$ cat src/rtl/baud_gen_frac.sv
// baud_gen_frac: fractional-N oversample/bit tick generator for a UART.
// A period counter produces 'tick' every act_int (+carry) enabled cycles, and a
// tick counter produces 'bit_tick' on every OVERSAMPLE-th tick. New divisors are
// staged in shadow registers and take effect at the next tick or on restart.
// Optional feature: define BAUD_GEN_FRAC_EN to build the fractional accumulator
// (acc/carry, act_frac/shd_frac). Without it the divisor is integer-only and
// div_frac is ignored.
module baud_gen_frac #(
  parameter int CLK_FREQ   = 100000000,
  parameter int BAUD_RATE  = 19200,
  parameter int OVERSAMPLE = 16,
  parameter int DIV_W      = 16,
  parameter int FRAC_W     = 4
) (
  input  logic              clk,
  input  logic              reset,
  input  logic              en,
  input  logic              restart,
  input  logic [DIV_W-1:0]  div_int,
  input  logic [FRAC_W-1:0] div_frac,
  input  logic              div_load,
  output logic              tick,
  output logic              bit_tick,
  output logic              load_pend
);

  // The counter must reach act_int (max) when a carry stretches the period.
  localparam int CNT_W = DIV_W + 1;
  localparam int SUB_W = $clog2(OVERSAMPLE);
  localparam logic [SUB_W-1:0] SUB_LAST = SUB_W'(OVERSAMPLE - 1);

`ifdef BAUD_GEN_FRAC_EN
  localparam longint RST_DIV = (longint'(CLK_FREQ) << FRAC_W) /
                               (longint'(BAUD_RATE) * longint'(OVERSAMPLE));
  localparam logic [DIV_W-1:0]  RST_INT  = DIV_W'(RST_DIV >> FRAC_W);
  localparam logic [FRAC_W-1:0] RST_FRAC = FRAC_W'(RST_DIV);
`else
  localparam longint RST_DIV = longint'(CLK_FREQ) /
                               (longint'(BAUD_RATE) * longint'(OVERSAMPLE));
  localparam logic [DIV_W-1:0]  RST_INT  = DIV_W'(RST_DIV);
`endif

  logic [DIV_W-1:0] act_int_q, act_int_d;
  logic [DIV_W-1:0] shd_int_q, shd_int_d;
  logic [CNT_W-1:0] cnt_q, cnt_d;
  logic [SUB_W-1:0] sub_q, sub_d;
  logic             load_pend_q, load_pend_d;
  logic             carry_use;
  logic [CNT_W-1:0] period;
  logic             tick_c;
  logic             apply_div;

  // Current period length and the terminal-count tick; divisors of 0/1 tick every cycle.
  always_comb begin
    if (act_int_q <= DIV_W'(1)) period = CNT_W'(1);
    else                        period = CNT_W'(act_int_q) + CNT_W'(carry_use);
    tick_c    = !reset && !restart && en && (cnt_q == period - CNT_W'(1));
    apply_div = restart || tick_c;
  end

  assign tick      = tick_c;
  assign bit_tick  = tick_c && (sub_q == SUB_LAST);
  assign load_pend = load_pend_q;

  // Next-state for counters and integer divisor; a coincident load goes straight to active.
  always_comb begin
    cnt_d       = cnt_q;
    sub_d       = sub_q;
    shd_int_d   = div_load ? div_int : shd_int_q;
    act_int_d   = apply_div ? shd_int_d : act_int_q;
    load_pend_d = apply_div ? 1'b0 : (load_pend_q || div_load);
    if (restart) begin
      cnt_d = '0;
      sub_d = '0;
    end else if (tick_c) begin
      cnt_d = '0;
      sub_d = (sub_q == SUB_LAST) ? '0 : sub_q + SUB_W'(1);
    end else if (en) begin
      cnt_d = cnt_q + CNT_W'(1);
    end
  end

  // State registers with synchronous reset to the build-time baud divisor.
  always_ff @(posedge clk) begin
    if (reset) begin
      cnt_q       <= '0;
      sub_q       <= '0;
      load_pend_q <= 1'b0;
      act_int_q   <= RST_INT;
      shd_int_q   <= RST_INT;
    end else begin
      cnt_q       <= cnt_d;
      sub_q       <= sub_d;
      load_pend_q <= load_pend_d;
      act_int_q   <= act_int_d;
      shd_int_q   <= shd_int_d;
    end
  end

`ifdef BAUD_GEN_FRAC_EN
  logic [FRAC_W-1:0] act_frac_q, act_frac_d;
  logic [FRAC_W-1:0] shd_frac_q, shd_frac_d;
  logic [FRAC_W-1:0] acc_q, acc_d;
  logic              carry_q, carry_d;

  assign carry_use = carry_q;

  // Phase accumulator: its overflow on a tick stretches the following period by one cycle.
  always_comb begin
    shd_frac_d = div_load ? div_frac : shd_frac_q;
    act_frac_d = apply_div ? shd_frac_d : act_frac_q;
    acc_d      = acc_q;
    carry_d    = carry_q;
    if (restart) begin
      acc_d   = '0;
      carry_d = 1'b0;
    end else if (tick_c) begin
      {carry_d, acc_d} = {1'b0, acc_q} + {1'b0, act_frac_q};
    end
  end

  // Fractional registers share the synchronous reset of the integer path.
  always_ff @(posedge clk) begin
    if (reset) begin
      act_frac_q <= RST_FRAC;
      shd_frac_q <= RST_FRAC;
      acc_q      <= '0;
      carry_q    <= 1'b0;
    end else begin
      act_frac_q <= act_frac_d;
      shd_frac_q <= shd_frac_d;
      acc_q      <= acc_d;
      carry_q    <= carry_d;
    end
  end
`else
  logic unused_div_frac;

  assign carry_use       = 1'b0;
  assign unused_div_frac = ^div_frac;
`endif

endmodule

$ cat config.mk
export PLATFORM = sky130hd
export DESIGN_NAME = baud_gen_frac
export DESIGN_NICKNAME = d
export VERILOG_FILES = /design/src/rtl/baud_gen_frac.sv
export SDC_FILE = /design/constraint.sdc
export NUM_CORES = 1
export LEC_CHECK = 0
export ABC_AREA = 1
export CORE_UTILIZATION = 40
export CTS_CLUSTER_DIAMETER = 150
export CTS_CLUSTER_SIZE = 24
export DETAILED_ROUTE_END_ITERATION = 8
export GPL_TIMING_DRIVEN = 0
export SETUP_SLACK_MARGIN = 0.05
export SLEW_MARGIN = 20
export SYNTH_ARGS = -nofsm -noshare
export SYNTH_HDL_FRONTEND = slang
export SYNTH_SLANG_ARGS = --single-unit
export TNS_END_PERCENT = 30
$ cat constraint.sdc
create_clock -name clk -period 3.5 [get_ports clk]
set_clock_uncertainty 0.2 [all_clocks]
set_input_delay 0.7 -clock clk [delete_from_list [all_inputs] [get_ports clk]]
set_output_delay 0.7 -clock clk [all_outputs]
set_load 0.005 [all_outputs]
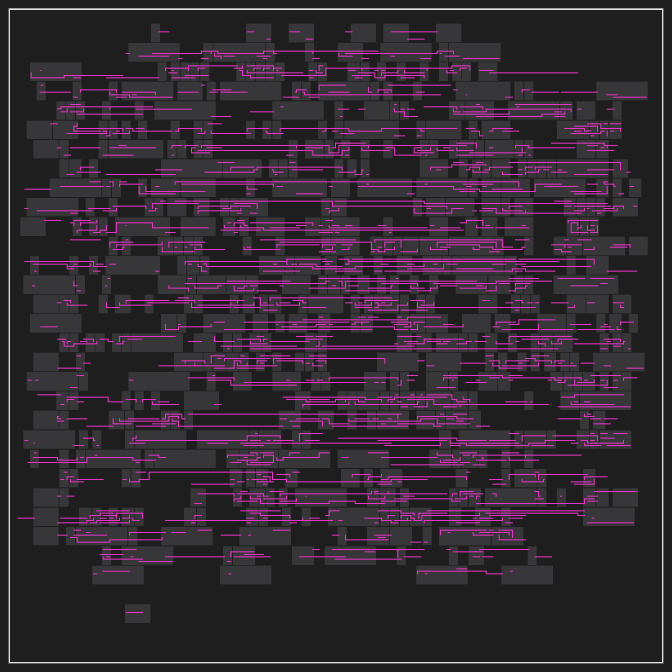
run_1/m1.png
Cells faint in the background.
The wires run mostly horizontal. 533 nets have wire on it. The longest straight run is 48.3 µm.
WL final: 7623 µm
total number of vias: 2,965

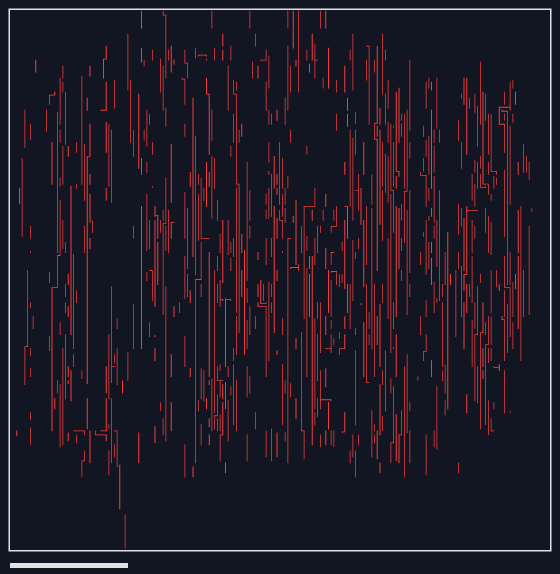
run_1/m2.png
Bar = 20 µm.
The layer holds 46% of the routed length. The wires run mostly vertical.
routing usage on met2: 32.21%

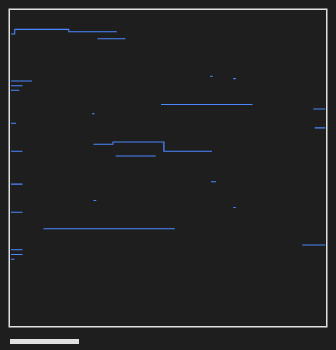
run_1/m3.png
Bar = 20 µm.
The layer holds 2.6% of the routed length. The layer carries 195 µm of wire. The wires run mostly horizontal. 19 nets have wire on it.
met3 usage: 2.736%

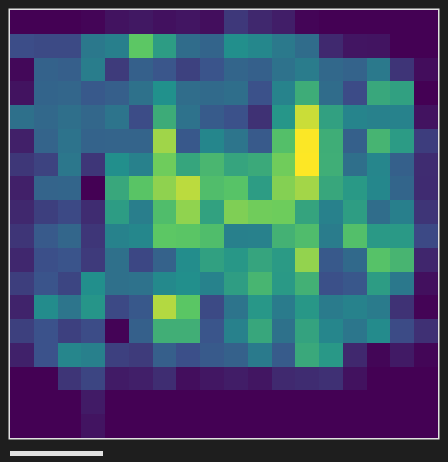
run_1/route_heat.png
Bar = 20 µm. The die is cut into 18 by 18 equal tiles; dark purple is low, yellow is high, scaled to the fullest tile. Values are wire area over tile area, all layers added.
The fullest tile reaches 0.44. The mean over all tiles is 0.14. The densest ninth of the die: centre. 18% of the tiles are nearly empty. 23% of the tiles are over half the peak.
aggregate global-route resource usage: 19.31%
Avg WL per Cell: 11.84 µm

==> run_results.csv, run 1 <==
group,metric,value,unit
yosys,top_area_cell,"dfxtp_1",
placement,dp.final_hpwl,5759,µm
route,dr.pass1.iters,4,
clocking,numCtsBuffers,5,
worst_setup_path,cp_data_required_time,2.60,ns
grt,grt_overflow_total,0,
power_and_ir_drop,leakage,2.003,nW
route,drt_iter0_drc,120,
placement,place_area,3562,µm²
outcome,violations,"setup timing",
worst_setup_path,crit_path_max_fanout,4,
yosys,synthTopCellsByArea,"dfxtp_1, nand2_1, inv_1",
sta,finalSetupViolations,2,
worst_setup_path,arrival,2.85,ns
power_and_ir_drop,powerDensity,340.0,nW/µm²
yosys,ys_sh_mux,0,%
route,met2WireLength,3510,µm
yosys,yosysWarningCount,0,
placement,place.gp.congestion,0.9032,
die,fp_util,41.38,%
yosys,synthTopLogicFamily,"simple AND/OR/NAND/NOR gates",
clocking,h-tree-depth,2,
die,die_height,91.64,µm
die,core_region_area,7767,µm²
sta,worst_pin_slew,0.5340,ns
final_layout,layout.nets,569,
run,log.warning_count,32,
route,vias_per_cell,4.604,
route,ant_nets,0,
clocking,clock_path_buffers,2,
grt,grt_pass1_vias,2756,
min_path,hold_path_class,"reg -> reg",
placement,place_ws,-0.6881,ns
die,fp.dieW,91.64,µm
sta,timing.setup.tns,-0.4341,ns
worst_setup_path,endpoint_kind,"output port",
yosys,aoi_share,3.075,%
yosys,ys_seq_share,33.63,%
route,drc,0,
yosys,synthSimpleGateAreaFrac,44.41,%
worst_setup_path,worst_setup_path_start_kind,"flop",
grt,grt-busiest-layer,"met2",
yosys,ys_sh_xor,6.228,%
final_layout,stdcell_count,644,
yosys,top_area_share,33.63,%
yosys,ys_area,3214,µm²
clocking,cts_hold_buf,0,
sta,hold_viol,0,
worst_setup_path,crit_path_max_incr_delay,0.36,ns
placement,dp_cells,617,
clocking,clockRootBuffer,"clkbuf_8",
grt,grt_max_degree,18,
final_layout,postLayoutCellArea,3924,µm²
yosys,synth_area,3214,µm²
yosys,synth.avg_cell_area,6.520,µm²
power_and_ir_drop,peakVddDrop,195.9,µV
clocking,path_clk_slew,0.10,ns
yosys,ys_cells,493,
worst_setup_path,cpMostUsedCell,"nor2_4",
sta,maxSlewHeadroom,64.07,%
sta,grt_setup_unrepaired,"true",
final_layout,syn_to_final_growth,22.07,%
yosys,syn-instance-count,493,
route,routed.top_layer,"met4",
final_layout,postLayoutCoreUtil,50.52,%
clocking,cts_tree,"done",
sta,period_minus_slack,3.748,ns
sta,layout_setup_ws,-0.2481,ns
route,wl_met3,194,µm
route,wl_met1,3788,µm
worst_setup_path,path_delay_family,"simple AND/OR/NAND/NOR gates",
worst_setup_path,ff2ff_setup_slack,0.24,ns
final_layout,drive_gt1_share,18.82,%
sta,period_used_share,107.1,%
die,die-area,8398,µm²
worst_setup_path,worst_path_max_delay_cell,"dfxtp_2",
die,placementRows,32,
yosys,synth_cell_types,41,
yosys,ys_ff,54,
run,max-cap-violations,0,
sta,max_freq,0.2668,GHz
final_layout,n_antenna_cell,0,
sta,slew_violations,0,
clocking,cts_num_sinks,54,
grt,grtUsageMet1,25.59,%
worst_setup_path,crit_type,"reg -> out",
grt,grt_pass1_wl,12850,µm
die,ios,28,
placement,io_buffer_count,22,
clocking,clkLatencyLatePin,0.32,ns
yosys,synth.cellmix.adderShare,1.168,%
outcome,status,"finished, violations left",
grt,antenna_found_initial,0,
worst_setup_path,crit_chain,"nor2_4 > nand2_1 > nor2_4 > nand2_4 > nand2_4 > inv_2 > ha_4 > xnor2_2 > nor2_1 > nand3_1 > nand3b_1 > nor2_1 > nand3_1 > nor2_4 > nand3_4 > nor2_8 > buf_6 > nand2_2 > nor3_2 > buf_2",
worst_setup_path,path_buffers,3,
yosys,synth_nets,521,
## run 1: per-stage QoR
stage | hold WS (ns) | total power [mW]
2_1_floorplan | 0.2267 | 0.8499
3_3_place_gp | 0.2403 | 0.9149
3_5_place_dp | 0.2464 | 0.9209
4_1_cts | 0.2654 | 1.334
5_1_grt | 0.2772 | 1.407
6_report | 0.2645 | 1.334
## run 1: worst reg2reg max path: cells and delay by family, from the launching register on
family | cells | cell delay, ns
flip-flops | 1 | 0.36
AND/OR/NAND/NOR | 16 | 1.55
buffers and inverters | 8 | 0.81
AND-OR/OR-AND | 1 | 0.08
adder cells (fa/ha/maj) | 1 | 0.18
## run 1: flip-flops by register name, summed over array words and instances, names as in the netlist
| register | flops |
|---|---|
| cnt_q | 17 |
| shd_int_q | 16 |
| act_int_q | 16 |
| sub_q | 4 |
| load_pend | 1 |
## run 1: what timing repair did
item,4_1_cts,5_1_grt
endpoints found under the setup margin,2,9
resized,31,16
buffers inserted,12,7
pin swaps,14,20
## run 1: power breakdown
part | switching (mW) | internal [mW] | total (mW) | leakage, nW
Combinational | 0.155 | 0.119 | 0.275 | 1.50
Sequential | 0.0296 | 0.644 | 0.674 | 0.447
Clock | 0.222 | 0.163 | 0.385 | 0.0514
## run 1: cell usage in the layout (no fill, tap or decap), drive strengths merged, types with 3 or more instances in the layout
master,Yosys,layout
a21oi,7,7
buf,6,27
clkbuf,5,11
clkdlybuf4s50,0,20
clkinv,3,4
dfxtp,54,54
ha,3,3
inv,78,79
nand2,173,173
nand3,38,38
nand4,10,10
nor2,66,66
nor3,10,10
o21ai,4,4
xnor2,9,9
xor2,13,13
## run 1: cell usage after synthesis, drive strengths merged
| cell type | count |
|---|---|
| nand2 | 173 |
| inv | 78 |
| nor2 | 66 |
| dfxtp | 54 |
| nand3 | 38 |
| xor2 | 13 |
| nand4 | 10 |
| nor3 | 10 |
| xnor2 | 9 |
| a21oi | 7 |
| buf | 6 |
| clkbuf | 5 |
| o21ai | 4 |
| clkinv | 3 |
| ha | 3 |
| a31oi | 2 |
| and2 | 2 |
| nor4 | 2 |
| o21bai | 2 |
| or2 | 2 |
| a21o | 1 |
| a31o | 1 |
| nand3b | 1 |
| nor3b | 1 |
## run 1: final cells by class
class / instances / area [µm²]
Fill cell: 817 / 3844
Multi-Input combinational cell: 347 / 1854
Sequential cell: 54 / 1110
Timing Repair Buffer: 41 / 359.1
Inverter: 81 / 304.0
Tap cell: 102 / 127.6
Clock buffer: 6 / 82.58
Buffer: 11 / 68.82
Clock inverter: 2 / 17.52
## run 1: worst paths after layout
| kind | from | to | cells past startpoint |
|---|---|---|---|
| setup / recovery | act_int_q[13]$_SDFFE_PP0P_ | bit_tick | 20 |
| hold / removal | act_int_q[0]$_SDFFE_PP1P_ | act_int_q[0]$_SDFFE_PP1P_ | 2 |
| setup reg to reg | act_int_q[13]$_SDFFE_PP0P_ | act_int_q[1]$_SDFFE_PP0P_ | 26 |
| hold reg to reg | act_int_q[0]$_SDFFE_PP1P_ | act_int_q[0]$_SDFFE_PP1P_ | 2 |
==> inputs of run 2 (changes only) <==
--- a/config.mk
+++ b/config.mk
@@ -5,7 +5,6 @@
 export SDC_FILE = /design/constraint.sdc
 export NUM_CORES = 1
 export LEC_CHECK = 0
-export ABC_AREA = 1
 export CORE_UTILIZATION = 40
 export CTS_CLUSTER_DIAMETER = 150
 export CTS_CLUSTER_SIZE = 24
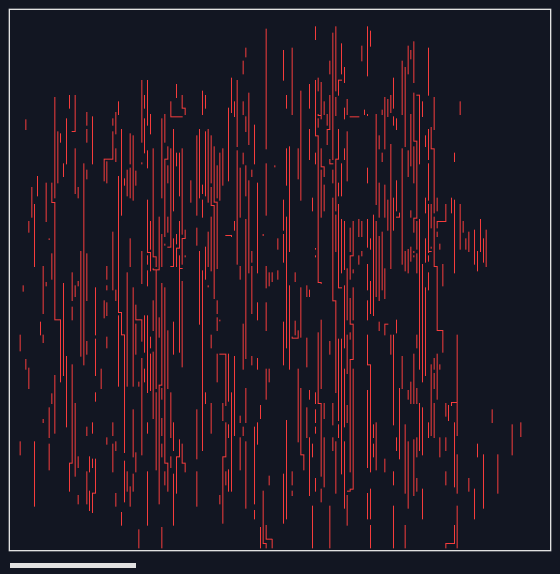
run_2/m2.png
Bar = 20 µm.
The longest straight run is 32.0 µm. The layer carries 3,100 µm of wire. The wires run mostly vertical. The layer holds 47% of the routed length. 334 nets have wire on it.
total number of vias: 2,437
routing usage on met2: 32.36%
WL final: 6615 µm

==> run 2 against run 1 <==
  * Die area shrank 12%
  * Flip-flop count unchanged
  * The run still ends with setup timing left
  * Largest cell class unchanged
  * Sequential power decreased by 0.6%
  * Non-clock buffer count rose by 11
  * Clock-buffer cell count did not move
  * Wire length down 13%
  * Design area decreased by 7.0%
  * Critical endpoint is now tick
  * Maximum frequency decreased by 12%
  * Sequential share of layout area rose by 1.9 points
==> run_results.csv, run 2 <==
group,metric,value,unit
outcome,status,"finished, violations left",
outcome,violations,"setup timing",
final_layout,n_antenna_cell,0,
clocking,path_clk_slew,0.10,ns
final_layout,fillers,616,
power_and_ir_drop,p_int,895.1,µW
sta,period_used_share,121.7,%
placement,place_area,3187,µm²
grt,grt_pass1_wl,11170,µm
placement,dp_cells,428,
power_and_ir_drop,leakage,1.326,nW
power_and_ir_drop,switching_share,26.89,%
grt,grtUsageMet3,2.887,%
route,dr.pass1.iters,5,
clocking,clockRootBuffer,"clkbuf_8",
yosys,synth.avg_cell_area,9.032,µm²
die,core_region_area,6794,µm²
worst_setup_path,r2r_cells,18,
worst_setup_path,crit_cells,15,
placement,dp.final_hpwl,4525,µm
worst_setup_path,cpMostUsedCell,"buf_6",
worst_setup_path,worst_path_max_delay_cell,"or4_4",
sta,layout_setup_ws,-0.7595,ns
worst_setup_path,arrival,3.36,ns
grt,antenna_found_initial,0,
run,log.warning_count,33,
sta,slew_violations,0,
final_layout,drive_gt1_share,23.56,%
worst_setup_path,path_buffers,5,
min_path,worstHoldPathCells,2,
power_and_ir_drop,powerDensity,335.6,nW/µm²
die,fp.dieW,85.80,µm
power_and_ir_drop,p_clk_share,30.8,%
yosys,ys_ff,54,
final_layout,reg_top3,"cnt_q (17), act_int_q (16), shd_int_q (16)",
worst_setup_path,endpoint_kind,"output port",
sta,finalSetupViolations,40,
route,wl_per_cell,14.35,µm
power_and_ir_drop,peakVddDrop,185.1,µV
worst_setup_path,timing.rr.start,"act_int_q[7]$_SDFFE_PP0P_",
worst_setup_path,crit_type,"reg -> out",
power_and_ir_drop,p_sw,329.2,µW
yosys,ys_top_cells_by_count,"dfxtp_1, nor2_1, xnor2_1",
final_layout,postLayoutCellArea,3649,µm²
die,fp_util,41.34,%
yosys,ys_cells,311,
yosys,edf_count,0,
grt,grt-busiest-layer,"met2",
worst_setup_path,cp_data_required_time,2.60,ns
min_path,hold_path_class,"reg -> reg",
placement,place.gp.congestion,0.7872,
yosys,synthArstFlopShare,0,%
route,drt_iter0_drc,97,
yosys,ys_area,2809,µm²
grt,grtUsageTotal,19.13,%
sta,grt_setup_unrepaired,"true",
placement,io_buffer_count,21,
sta,worst_pin_slew,0.7125,ns
min_path,min_from,"load_pend$_SDFF_PP0_",
yosys,syn-instance-count,311,
yosys,synthTopCellsByArea,"dfxtp_1, xnor2_1, nor2_1",
grt,grt_max_degree,18,
power_and_ir_drop,seqPwrFrac,54.7,%
clocking,cts_hold_buf,0,
final_layout,lay_top_cells,"nor2_1, dfxtp_1, clkdlybuf4s50_1",
grt,grtUsageMet1,26.06,%
yosys,synth_nets,339,
grt,grt_pass1_vias,2373,
worst_setup_path,crit_path_max_fanout,3,
yosys,top_area_cell,"dfxtp_1",
yosys,synth_top_cell_by_count,"dfxtp_1",
sta,hold_viol,0,
final_layout,stdcell_count,461,
yosys,yosysWarningCount,0,
yosys,synth_cell_types,51,
worst_setup_path,crit_chain,"nor4_4 > nand2_2 > o21a_1 > ha_4 > buf_6 > xnor2_2 > a221oi_2 > a31oi_1 > or4_4 > a2111oi_4 > o2111ai_4 > buf_6 > clkinv_4 > buf_8 > buf_6",
worst_setup_path,crit_start,"act_int_q[7]$_SDFFE_PP0P_",
final_layout,largest-register,"cnt_q",
final_layout,postLayoutCoreUtil,53.70,%
die,ios,28,
final_layout,syn_to_final_growth,29.89,%
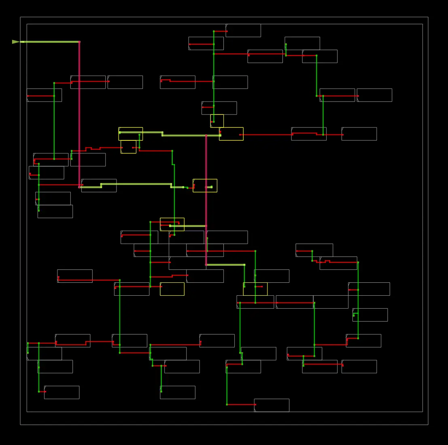
run_2/clock_nets.png
Clk power: 377 µW
clock tree sinks: 54
TritonCTS Buffers: 5
latest clock arrival within the worst-skew pair: 0.31 ns
Seq cells: 54

[run 2: cell count changes in the layout (fill, tap and decap cells not counted), sizes merged, moves of 10 or more]
cell	delta
inv	-70
mux2i	+15
nand2	-160
nand3	-22
nor2	-22
o21ai	+14
o311a	+13
xnor2	+10
[run 2: final cells by class]
cell class | instances | area, µm² | area share [%]
Buffer | 16 | 97.59 | 2.675
Clock buffer | 6 | 82.58 | 2.263
Multi-Input combinational cell | 231 | 1743 | 47.77
Inverter | 9 | 38.79 | 1.063
Tap cell | 96 | 120.1 | 3.292
Timing Repair Buffer | 47 | 450.4 | 12.35
Clock inverter | 2 | 16.27 | 0.4458
Sequential cell | 54 | 1100 | 30.14
[run 2: power by group through the flow]
stage	clock network [mW]	registers, mW	logic (mW)
finish	0.377	0.670	0.178
global route	0.414	0.673	0.194
CTS	0.389	0.670	0.167
detailed placement	0	0.682	0.148
global placement	0	0.681	0.146
floorplan	0	0.674	0.104
[run 2: stage by stage]
| step | total power [mW] | TNS [ns] | hold slack (ns) |
|---|---|---|---|
| after CTS | 1.227 | -12.89 | 0.2873 |
| after detailed placement | 0.8297 | -11.03 | 0.2688 |
| after global placement | 0.8269 | -10.15 | 0.2522 |
| final | 1.224 | -9.213 | 0.2816 |
| after global routing | 1.281 | -14.70 | 0.2979 |
| after floorplan | 0.7774 | -0.4237 | 0.2506 |
[run 2: worst paths after layout]
path                           end  slack [ns]
max reg2reg  sub_q[0]$_SDFFE_PP0P_       -0.30
max                           tick       -0.76
min           load_pend$_SDFF_PP0_        0.28
min reg2reg   load_pend$_SDFF_PP0_        0.28
[run 2: per-layer routing]
| layer | wire, µm | share of wire (%) | up-vias |
|---|---|---|---|
| li1 | - | - | 1235 |
| met2 | 3101 | 47 | 39 |
| met5 | 0 | 0 | - |
| met4 | 57 | 0.86 | 0 |
| met3 | 190 | 2.9 | 6 |
| met1 | 3266 | 49 | 1157 |
[run 2: kinds of logic after synthesis]
group / after synthesis / share of synthesized area, %
XOR/XNOR: 33 / 10.29
multiplexers: 16 / 5.746
AND-OR/OR-AND: 64 / 18.26
adder cells (fa/ha/maj): 3 / 1.336
flip-flops: 54 / 38.49
AND/OR/NAND/NOR: 115 / 21.02
buffers and inverters: 26 / 4.855
[run 2: worst min-delay path: cells and delay by family (launching register included)]
kind	cells	cell delay, ns
flip-flops	1	0.32
AND/OR/NAND/NOR	2	0.12
[run 2: repair_timing]
action	4_1_cts	5_1_grt
resized	50	14
pin swaps	14	5
cloned	2	0
setup buffers	24	5
setup endpoints to repair	40	40
hold endpoints to repair	0	0
No activity file was given, so power comes from the tool's default toggle rates.
